$ cat src/rtl/merger_pkg.sv
// Shared merger-tree types: key and memory-line widths, terminator key.
// Line words are little-endian: word k occupies bits [32k+31:32k].
package merger_pkg;

    localparam int DATA_WIDTH     = 32;
    localparam int WORDS_PER_LINE = 16;
    localparam int LINE_WIDTH     = DATA_WIDTH * WORDS_PER_LINE;
    localparam int PTR_W          = $clog2(WORDS_PER_LINE);

    typedef logic [DATA_WIDTH-1:0] key_t;
    typedef logic [LINE_WIDTH-1:0] line_t;

    localparam key_t TERM_VALUE = '0;

    function automatic key_t line_word(line_t l, logic [PTR_W-1:0] idx);
        return l[int'(idx)*DATA_WIDTH +: DATA_WIDTH];
    endfunction

endpackage

$ cat src/rtl/line_slot2.sv
// Two-entry line register (head/next) with push, pop and flush.
// A push alongside a pop lands in whichever slot is free after the pop.
module line_slot2
    import merger_pkg::*;
(
    input  logic       clk,
    input  logic       rst,
    input  logic       push,
    input  logic       pop,
    input  logic       flush,
    input  line_t      din,
    output line_t      head,
    output logic [1:0] count
);

    line_t next;

    always_ff @(posedge clk or posedge rst) begin
        if (rst) begin
            head  <= '0;
            next  <= '0;
            count <= 2'd0;
        end else if (flush) begin
            count <= 2'd0;
        end else if (push && pop) begin
            if (count == 2'd2) begin
                head <= next;
                next <= din;
            end else begin
                head <= din;
            end
        end else if (pop) begin
            head  <= next;
            count <= count - 2'd1;
        end else if (push) begin
            if (count == 2'd0) begin
                head <= din;
            end else begin
                next <= din;
            end
            count <= count + 2'd1;
        end
    end

endmodule

$ cat src/rtl/leaf_chunk_unpacker.sv
// Serialises 512-bit lines into a leaf FIFO, LSB word first.
// LEAF_TERMINATOR_EN: after SEQ_LEN keys, flush and emit TERM_VALUE forever.
module leaf_chunk_unpacker
    import merger_pkg::*;
#(
    parameter int SEQ_LEN = 320
) (
    input  logic        i_clk,
    input  logic        i_rst,
    input  line_t       i_line,
    input  logic        i_line_valid,
    output logic        o_line_deq,
    output key_t        o_data,
    output logic        o_write,
    input  logic        i_fifo_full,
    output logic [31:0] o_word_cnt,
    output logic        o_done
);

    localparam logic [31:0] SEQ_W = 32'(SEQ_LEN);

    logic [PTR_W-1:0] ptr;
    line_t            head;
    logic [1:0]       count;
    logic             drain;
    logic             emit;
    logic             last;
    logic             pop;

`ifdef LEAF_TERMINATOR_EN
    assign drain = o_done;
`else
    assign drain = 1'b0;
`endif

    assign emit = (count != 2'd0) & ~i_fifo_full & ~drain;
    assign last = (ptr == PTR_W'(WORDS_PER_LINE - 1));
    assign pop  = emit & last;

    assign o_line_deq = ~i_rst & i_line_valid
                      & (count < 2'd2) & ~drain;

    line_slot2 u_slots (
        .clk   (i_clk),
        .rst   (i_rst),
        .push  (o_line_deq),
        .pop   (pop),
        .flush (drain),
        .din   (i_line),
        .head  (head),
        .count (count)
    );

    always_ff @(posedge i_clk or posedge i_rst) begin
        if (i_rst) begin
            ptr        <= '0;
            o_write    <= 1'b0;
            o_data     <= '0;
            o_word_cnt <= '0;
            o_done     <= 1'b0;
        end else begin
            o_write <= 1'b0;
            if (emit) begin
                o_write <= 1'b1;
                o_data  <= line_word(head, ptr);
                ptr     <= last ? '0 : ptr + PTR_W'(1);
                if (o_word_cnt != SEQ_W) begin
                    o_word_cnt <= o_word_cnt + 32'd1;
                end
                if (o_word_cnt == SEQ_W - 32'd1) begin
                    o_done <= 1'b1;
                end
            end
`ifdef LEAF_TERMINATOR_EN
            else if (drain) begin
                ptr <= '0;
                if (!i_fifo_full) begin
                    o_write <= 1'b1;
                    o_data  <= TERM_VALUE;
                end
            end
`endif
        end
    end

endmodule
$ cat config.mk
export PLATFORM = sky130hd
export DESIGN_NAME = leaf_chunk_unpacker
export DESIGN_NICKNAME = d
export VERILOG_FILES = /design/src/rtl/merger_pkg.sv /design/src/rtl/line_slot2.sv /design/src/rtl/leaf_chunk_unpacker.sv
export SDC_FILE = /design/constraint.sdc
export NUM_CORES = 2
export LEC_CHECK = 0
export CAP_MARGIN = 20
export CORE_AREA = 8 8 344 430
export DETAILED_ROUTE_END_ITERATION = 6
export DIE_AREA = 0 0 352 438
export GPL_ROUTABILITY_DRIVEN = 0
export PLACE_DENSITY = 0.66
export RECOVER_POWER = 100
export SLEW_MARGIN = 20
export SYNTH_ARGS = -nofsm -noshare
export SYNTH_HDL_FRONTEND = slang
export SYNTH_SLANG_ARGS = --single-unit
export TNS_END_PERCENT = 50
$ cat constraint.sdc
create_clock -name i_clk -period 53.8 [get_ports i_clk]
set_clock_uncertainty 0.1 [all_clocks]
set_input_delay 16.14 -clock i_clk [delete_from_list [all_inputs] [get_ports i_clk]]
set_output_delay 16.14 -clock i_clk [all_outputs]
set_load 0.01 [all_outputs]
==> impl_metrics.ini <==
; yosys + openroad results
[grt]
first_pass_grt_wire_length_um = 236600
grt_antenna_before_repair = 83
pin_count_of_the_biggest_net_entering_global_routing = 246
met2_usage_pct = 31.14
grt_pass1_vias = 36400
gr_ovfl_total = 0

[sta]
timing.final.ws_setup_ns = 19.76
maxSlewHeadroom_pct = -511.1
worst_pin_slew_ns = 9.166
period_used_pct = 63.28
holdWs_ns = 0.3588
timing_max_transition_violations_final = 2267
hold_viol = 0

[synthesis]
yosys_warning_count = 0
yosysChipArea_sq_um = 48920
synth.lib_cells_used.distinct = 40
syn_inst = 4540
yosys_register_bits = 1096
yosysSeqAreaShare_pct = 56.06
yosys_cells = 4540
synthesis.area_per_instance_sq_um = 10.78
synthesis.area_sq_um = 48920

[clock_network]
cts_buffer_depth = 3
cts-htree-levels = 3
postCtsResizedCells = 0
postCtsHoldBufs = 0
clock_transition_at_the_registers_of_the_reported_paths_ns = 0.06
clkSinkCount = 1096
total_cts_buffers = 111
clock_latency_ns = 0.74
clockRootBuffer = clkbuf_16

[finish]
post_layout_nonfiller_instances = 6984
synthToLayoutAreaGrowth_pct = 22.43
drive_above_1_share_pct = 16.67

[power_and_ir_drop]
pwr_density_cell_nw_per_um2 = 57.66
p_leak_nw = 24.86
totalPowerFinal_mw = 3.454
peakVddDrop_uv = 30.02

[placement]
dp_cells = 6721

[run_status]
violations = max-capacitance violations, max-slew violations
outcome = complete, but fails checks

[routing]
drtAntennaViolNets = 0
detail_route.drc_violations = 0

[setup_path]
cp_data_required_time_ns = 37.56
crit_fanout = 4
arrival_ns = 17.80

[run]
max_cap_viol_count = 32

[floorplanning]
rows = 155
die_area_sq_um = 154200

[hold_path]
hp-class = reg -> reg
==> routing by layer <==
| metal | share of wire, % | up-vias |
|---|---|---|
| met3 | 6.7 | 267 |
| met5 | 0.10 | - |
| met2 | 47 | 1030 |
| met4 | 4.5 | 24 |
| met1 | 42 | 18490 |
| li1 | - | 16590 |
==> registers in the layout, summed over array words and instances, names as in the netlist <==
name           flops
u_slots.count      2
o_data            32
u_slots.head     512
ptr                4
u_slots.next     512
o_word_cnt        32
o_write            1
o_done             1
==> path summary, 6_finish.rpt <==
check / start / to / slack [ns] / cells past startpoint
setup / recovery: i_rst / o_line_deq / 19.76 / 3
hold / removal: o_done / o_done / 0.36 / 2
hold reg to reg: o_done / o_done / 0.36 / 2
setup reg to reg: ptr[0] / u_slots.next[81] / 38.45 / 10
min in group asynchronous: i_rst / o_word_cnt[0] / 17.38 / 2
max in group asynchronous: i_rst / u_slots.next[109] / 22.75 / 6
==> report_power, final <==
part	internal, mW	switching [mW]
Combinational	0.562	0.603
Clock	0.471	0.346
Sequential	1.23	0.237
Total	2.27	1.19
==> per-stage QoR <==
step	cell area (sq um)	util, %
finish	59900	42.37
global route	59860	42.34
CTS	59930	42.39
detailed placement	56080	39.67
global placement	56080	39.66
floorplan	48920	-
==> placed cells by master (no fill, tap or decap), drive strengths merged, types with 69 or more instances in the layout <==
cell type | Yosys | layout
nand2 | 1139 | 1139
dfrtp | 1096 | 1096
nor2 | 526 | 526
mux2 | 513 | 513
clkdlybuf4s50 | 0 | 513
a31oi | 512 | 512
clkbuf | 203 | 179
mux4 | 96 | 96
mux2i | 96 | 96
dlygate4sd3 | 0 | 69
==> cell usage after synthesis (all sizes together) <==
cell type / number / area share [%]
or3: 5 / 0.064
buf: 140 / 1.6
nand2: 1139 / 8.7
and3: 3 / 0.038
nor4b: 2 / 0.036
dfrtp: 1096 / 56
a21oi: 2 / 0.020
nand3: 18 / 0.18
nand3b: 3 / 0.046
mux2: 513 / 12
nor4: 8 / 0.16
nand4: 9 / 0.12
xor2: 17 / 0.30
mux2i: 96 / 2.0
ha: 6 / 0.15
mux4: 96 / 4.4
inv: 9 / 0.069
clkbuf: 203 / 1.6
o22ai: 32 / 0.41
o41ai: 1 / 0.018
nor2: 526 / 4.0
nor2b: 32 / 0.41
nor3: 13 / 0.13
o21ai: 3 / 0.054
o311ai: 32 / 0.57
o21a: 1 / 0.015
nand2b: 1 / 0.013
o21bai: 1 / 0.038
xnor2: 18 / 0.32
a31oi: 512 / 6.5
o22a: 1 / 0.018
nor3b: 2 / 0.041
==> layout make-up <==
class	count	area (sq um)
antenna	56	140.1
clock buffer	148	3148
clock inverter	59	701.9
fill	13240	81480
inverter	9	35.03
multi-input combinational	3092	19900
sequential	1096	27440
tap	1884	2357
timing repair buffer	640	6182
==> kinds of logic after synthesis <==
logic type	Yosys count	synth area share [%]
buf+inv	352	3.261
fa+ha+maj	6	0.1534
xor+xnor	35	0.6266
mux	705	18.19
flops	1096	56.06
compound gates	585	7.693
simple gates	1761	14.02
==> worst max-delay path, stage by stage <==
cell and delay, ns:
dlygate4sd3_1 0.57, nor3b_1 0.41, dlygate4sd3_1 0.68
Where the registers sit:
Bar = 100 um. Other sequential cells in the stronger gray, the rest of the logic in the fainter gray.
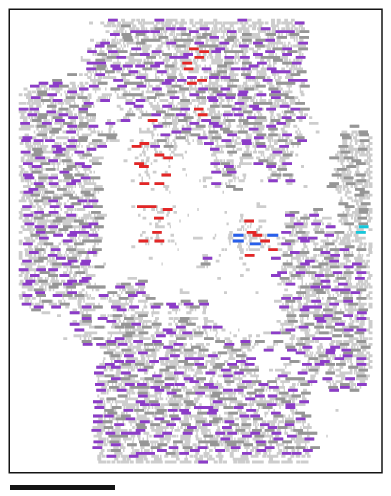
color	name in the netlist	placed flops
blue	ptr	4
cyan	u_slots.count	2
red	o_data	32
purple	u_slots.next	512

Routing congestion map:
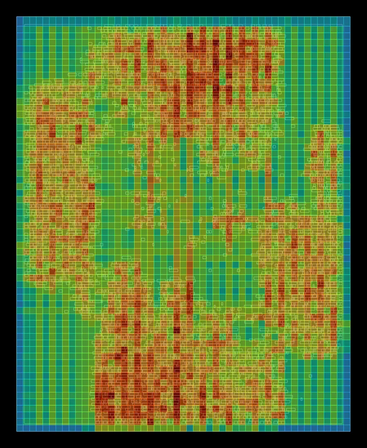
GR Layer Usage met1: 25.89%
global routing met3 resource utilization: 4.909%
final core utilization: 42.37%
Top Usage Layer GRT: met2
combined global-route utilization of all metal layers: 19.97%

Metal layers overlaid:
Two of the layers only.
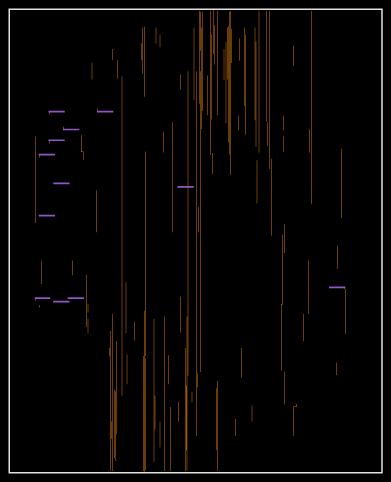
color	layer	wire length
purple	metal 5	165 um
orange	metal 4	7,080 um
Vias: 36,400
average wire per standard cell: 22.71 um
final routed wirelength across all metal layers: 158,600 um

Metal 4:
Bar = 100 um.
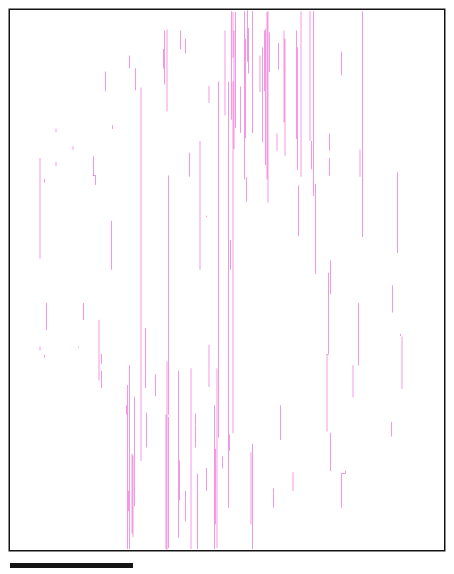
nets with wire on the layer	79
longest straight run	345 um
share of all routed wire	4.5%
main direction	vertical
wire length on this layer	7,080 um

